==> run_1/layer_met1.png <==
(3 px per um) Supply wires on this layer in grey.
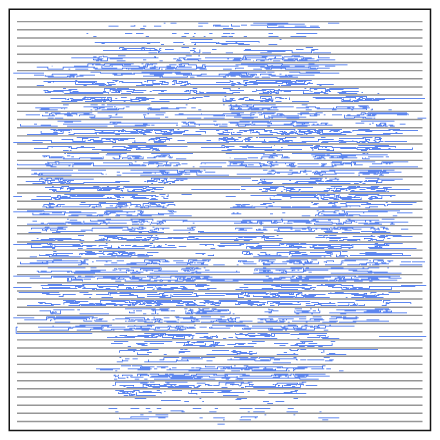
==> run_1/layer_met2.png <==
(2 px per um) Cells faint in the background.
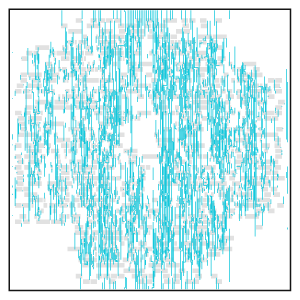
==> run_1/layer_met3.png <==
(3 px per um)
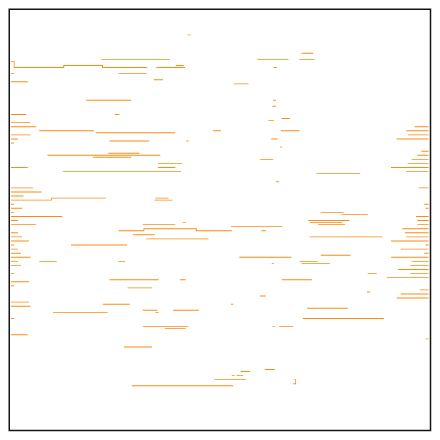
## src/rtl/pc_pkg.sv

```systemverilog
// -----------------------------------------------------------------------------
// pc_pkg
// Shared datapath definitions for the program counter slice.
//   DEFAULT_WIDTH : default address width in bits
//   PS_*          : PC source select encodings driven by the control unit
// -----------------------------------------------------------------------------
package pc_pkg;

  localparam int DEFAULT_WIDTH = 64;

  // PC source select encodings (control unit PS field)
  localparam logic [1:0] PS_HOLD = 2'b00;  // keep current PC
  localparam logic [1:0] PS_INC  = 2'b01;  // sequential PC + 4
  localparam logic [1:0] PS_REG  = 2'b10;  // absolute target from register (BR)
  localparam logic [1:0] PS_REL  = 2'b11;  // PC-relative branch (B/CBZ)

endpackage : pc_pkg

```

## src/rtl/pc_adder.sv

```systemverilog
// -----------------------------------------------------------------------------
// pc_adder
// WIDTH-bit unsigned adder, result modulo 2^WIDTH (carry-out discarded).
// Ports:
//   a_i   : first operand
//   b_i   : second operand
//   sum_o : a_i + b_i, truncated to WIDTH bits
// -----------------------------------------------------------------------------
module pc_adder #(
  parameter int WIDTH = 64
) (
  input  logic [WIDTH-1:0] a_i,
  input  logic [WIDTH-1:0] b_i,
  output logic [WIDTH-1:0] sum_o
);

  assign sum_o = a_i + b_i;

endmodule : pc_adder

```

## src/rtl/pc.sv

```systemverilog
// -----------------------------------------------------------------------------
// pc
// Program counter for the ARMv8 datapath. Holds the address of the current
// instruction and, when load is high, updates it on the rising clock edge from
// one of four sources chosen by PS: hold, PC+4, register target X, or the
// PC-relative target PC + (X << 2).
// Ports:
//   clock  : sole clock, rising edge active
//   reset  : synchronous active-high clear of the PC
//   load   : update enable; PC holds when low regardless of PS
//   PS     : PC source select (see pc_pkg PS_* encodings)
//   X      : jump target (PS_REG) or signed word offset (PS_REL)
//   PC_out : current PC, driven straight from the register
// Internal nets PC4 and Adder_Out keep fixed names for hierarchical probing.
// -----------------------------------------------------------------------------
module pc
  import pc_pkg::*;
#(
  parameter int WIDTH = DEFAULT_WIDTH
) (
  input  logic             clock,
  input  logic             reset,
  input  logic             load,
  input  logic [1:0]       PS,
  input  logic [WIDTH-1:0] X,
  output logic [WIDTH-1:0] PC_out
);

  logic [WIDTH-1:0] pc_q;
  logic [WIDTH-1:0] pc_d;
  logic [WIDTH-1:0] sel_s;
  logic [WIDTH-1:0] four_s;
  logic [WIDTH-1:0] offset_s;
  logic [WIDTH-1:0] PC4;
  logic [WIDTH-1:0] Adder_Out;

  assign four_s = {{(WIDTH-3){1'b0}}, 3'b100};

  // Word offset: dropping X's top two bits still gives the correct
  // two's-complement result once added modulo 2^WIDTH.
  assign offset_s = {X[WIDTH-3:0], 2'b00};

  pc_adder #(.WIDTH(WIDTH)) u_add_inc (
    .a_i   (pc_q),
    .b_i   (four_s),
    .sum_o (PC4)
  );

  pc_adder #(.WIDTH(WIDTH)) u_add_rel (
    .a_i   (pc_q),
    .b_i   (offset_s),
    .sum_o (Adder_Out)
  );

  // Source select mux followed by the load-enable mux.
  always_comb begin
    sel_s = pc_q;
    case (PS)
      PS_HOLD: sel_s = pc_q;
      PS_INC:  sel_s = PC4;
      PS_REG:  sel_s = X;
      PS_REL:  sel_s = Adder_Out;
      default: sel_s = pc_q;
    endcase

    if (load) begin
      pc_d = sel_s;
    end else begin
      pc_d = pc_q;
    end
  end

  // PC register with synchronous reset taking priority over load/PS.
  always_ff @(posedge clock) begin
    if (reset) begin
      pc_q <= {WIDTH{1'b0}};
    end else begin
      pc_q <= pc_d;
    end
  end

  assign PC_out = pc_q;

endmodule : pc

```

## config.mk

```make
export PLATFORM = sky130hd
export DESIGN_NAME = pc
export DESIGN_NICKNAME = d
export VERILOG_FILES = /design/src/rtl/pc_pkg.sv /design/src/rtl/pc_adder.sv /design/src/rtl/pc.sv
export SDC_FILE = /design/constraint.sdc
export NUM_CORES = 1
export LEC_CHECK = 0
export ABC_CLOCK_PERIOD_IN_PS = 4200
export CAP_MARGIN = 25
export CORE_MARGIN = 2
export CORE_UTILIZATION = 37
export DETAILED_ROUTE_END_ITERATION = 16
export PLACE_DENSITY = 0.62
export SLEW_MARGIN = 5
export SYNTH_ARGS = -nofsm -noshare
export SYNTH_HDL_FRONTEND = slang
export SYNTH_SLANG_ARGS = --single-unit
```

## constraint.sdc

```tcl
create_clock -name clock -period 4.2 [get_ports clock]
set_input_delay 0.84 -clock clock [delete_from_list [all_inputs] [get_ports clock]]
set_output_delay 0.84 -clock clock [all_outputs]
set_load 0.01 [all_outputs]
```

==> impl_metrics.ini, run 1 <==
; synthesis and place-and-route metrics
[setup_path]
cp.arrival_ps = 4180
slowest_stage = clkdlybuf4s50_1
startpoint_type = primary input
end_kind = flip-flop
cp.depth = 15

[global_routing]
grt_pass1_wl_um = 37840

[drt]
remaining_drc_errors = 0
dr.pass1.iters = 6
vias = 7691

[final_timing]
fin_skew_ps = 11.51
min_period_ps = 3919
tightestPinTransition_ps = 618.0
hold_viol_final = 0
holdWs_ps = 461.8

[pwr]
power.share.sequential_pct = 30.6
top_power_group = the clock network
power_clock_uw = 840

[cts]
clock_latency_ps = 350
root_buffer = clkbuf_16
cts_buffer_depth = 2
clk_pin_slew_ps = 60
hold_buffers = 0
cts-buffers-inserted = 9

[logic_synthesis]
ys_warn_count = 0
ys_types = 66
synthAoiAreaFrac_pct = 30.46
logic_family = AND-OR/OR-AND gates
async_reset_ff_share_pct = 0
synth-simple-area-share_pct = 27.47
synth_stat.cells = 973
floorplan.nets = 1104
netlist_instances = 973
synth_top_area_share_pct = 18.75
adder_share_pct = 11.47

[place]
gp_congestion = 0.9301
dpl_cell_area_um2 = 8581
dp_slack_ps = -100.1

[finish]
lay_top_cells = clkdlybuf4s50_1 (129), nand2_1 (123), a21oi_1 (100)
nets = 1225
final_area_um2 = 8901

[floorplan]
rows = 49

[status]
status = finished clean
About layer_met1.png:
wire length on this layer: 11000 um
share of all routed wire: 47%
nets with wire on the layer: 1108
longest straight run: 31.7 um
main direction: horizontal

About layer_met2.png:
share of all routed wire: 45%
wire length on this layer: 10600 um

About layer_met3.png:
share of all routed wire: 5.1%
wire length on this layer: 1170 um
longest straight run: 39.1 um
main direction: horizontal
nets with wire on the layer: 127

-- run 1: final cells by class --
class                           count  area [um^2]  area share, %
Timing Repair Buffer              182         1719          19.31
Inverter                           12        45.04         0.5060
Sequential cell                    64         1281          14.39
Clock buffer                       13        250.2          2.811
Multi-Input combinational cell    825         5254          59.02
Clock inverter                      3        65.06         0.7310
Tap cell                          229        286.5          3.219
-- run 1: routing by layer --
layer	global-route usage (%)	up-vias	wire length, um
li1	-	3831	-
met1	32.12	3605	11010
met2	38.33	217	10550
met3	3.200	36	1174
met4	7.737	2	473
met5	0	-	16
-- run 1: repair_timing --
item | 4_1_cts | 5_1_grt
gates resized | 0 | 1
endpoints found under the hold margin | 0 | 0
setup endpoints to repair | 0 | 1
setup buffers | 0 | 0
==> inputs of run 2 (changes only) <==
--- a/config.mk
+++ b/config.mk
@@ -10,8 +10,10 @@
 export CORE_MARGIN = 2
 export CORE_UTILIZATION = 37
 export DETAILED_ROUTE_END_ITERATION = 16
-export PLACE_DENSITY = 0.62
+export HOLD_SLACK_MARGIN = 0.06
+export PLACE_DENSITY = 0.58
 export SLEW_MARGIN = 5
 export SYNTH_ARGS = -nofsm -noshare
 export SYNTH_HDL_FRONTEND = slang
+export SYNTH_HIERARCHICAL = 1
 export SYNTH_SLANG_ARGS = --single-unit
==> impl_metrics.ini, run 2 <==
; synthesis and place-and-route metrics
[status]
status = finished clean

[drt]
wl_met1_um = 18460
remaining_drc_errors = 0
dr_wl_met2_um = 17000
dr.pass1.iters = 6
route.met3.wl_um = 2011

[pwr]
power.share.sequential_pct = 20.0
top_power_group = combinational cells
power_clock_uw = 786

[global_routing]
use_met2_pct = 38.21
busiest_layer = met2

[setup_path]
startpoint_type = primary input
slowest_stage = clkdlybuf4s50_1
cp.arrival_ps = 4100
end_kind = flip-flop

[floorplan]
taps = 390
rows = 63

[logic_synthesis]
synth_stat.cells = 1502
async_reset_ff_share_pct = 0
synth_top_area_share_pct = 14.10
adder_share_pct = 14.46
synth-simple-area-share_pct = 22.80
ys_types = 89

[cts]
root_buffer = clkbuf_16
cts-buffers-inserted = 9
clock_latency_ps = 350
clk_pin_slew_ps = 60
cts_buffer_depth = 2

[finish]
bufAreaShareNonClock_pct = 12.87
comb_share_pct = 70.56
logic_area_um2 = 9509
lay_top_cells = a21oi_1 (154), nor2_1 (136), clkdlybuf4s50_1 (130)
nets = 1868
dominant-cell-class = logic gates

[final_timing]
min_period_ps = 3887
fin_skew_ps = 8.306
run 2: cell types whose count changed after synthesis, sizes merged, moves of 41 or more:
| cell | change |
|---|---|
| mux2 | +64 |
| buf | +41 |
| ha | +65 |
| and3 | -58 |
| nor3 | +54 |
| o22ai | +58 |
| nor2 | +45 |
| a21oi | +59 |
run 2: per-stage QoR:
step	cell area [um^2]	setup WS (ps)	TNS (ps)	power, uW	utilization, %
finish	13480	312.9	0	3857	45.35
detailed placement	13150	-68.71	-89.22	2992	44.26
global placement	13150	8.014	0	2987	44.26
CTS	13450	278.3	0	3794	45.26
global route	13480	4.371	0	4123	45.35
floorplan	11430	894.7	0	2362	-
run 2: tightest hold or removal path, stage by stage, from the launching register on:
cell     delay [ps]
dfxtp_1         350
o22ai_1         170
nor3_1           60
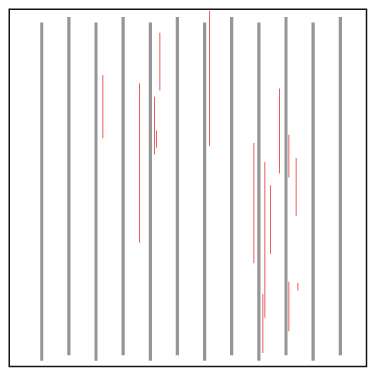
(run_2/layer_met4.png)
(2 px per um) Supply wires on this layer in grey.
share of all routed wire: 1.5%
wire length on this layer: 564 um
nets with wire on the layer: 14
Total Routed Length: 38030 um
via count: 11950

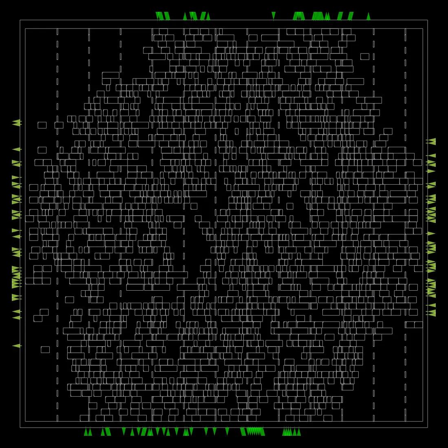
(run_2/placement.png)
Core Util, Final: 45.35%
Core Footprint: 29720 um^2
flop share of the area: 9.507%
flop count: 64

Power and IR drop assume default switching activity.
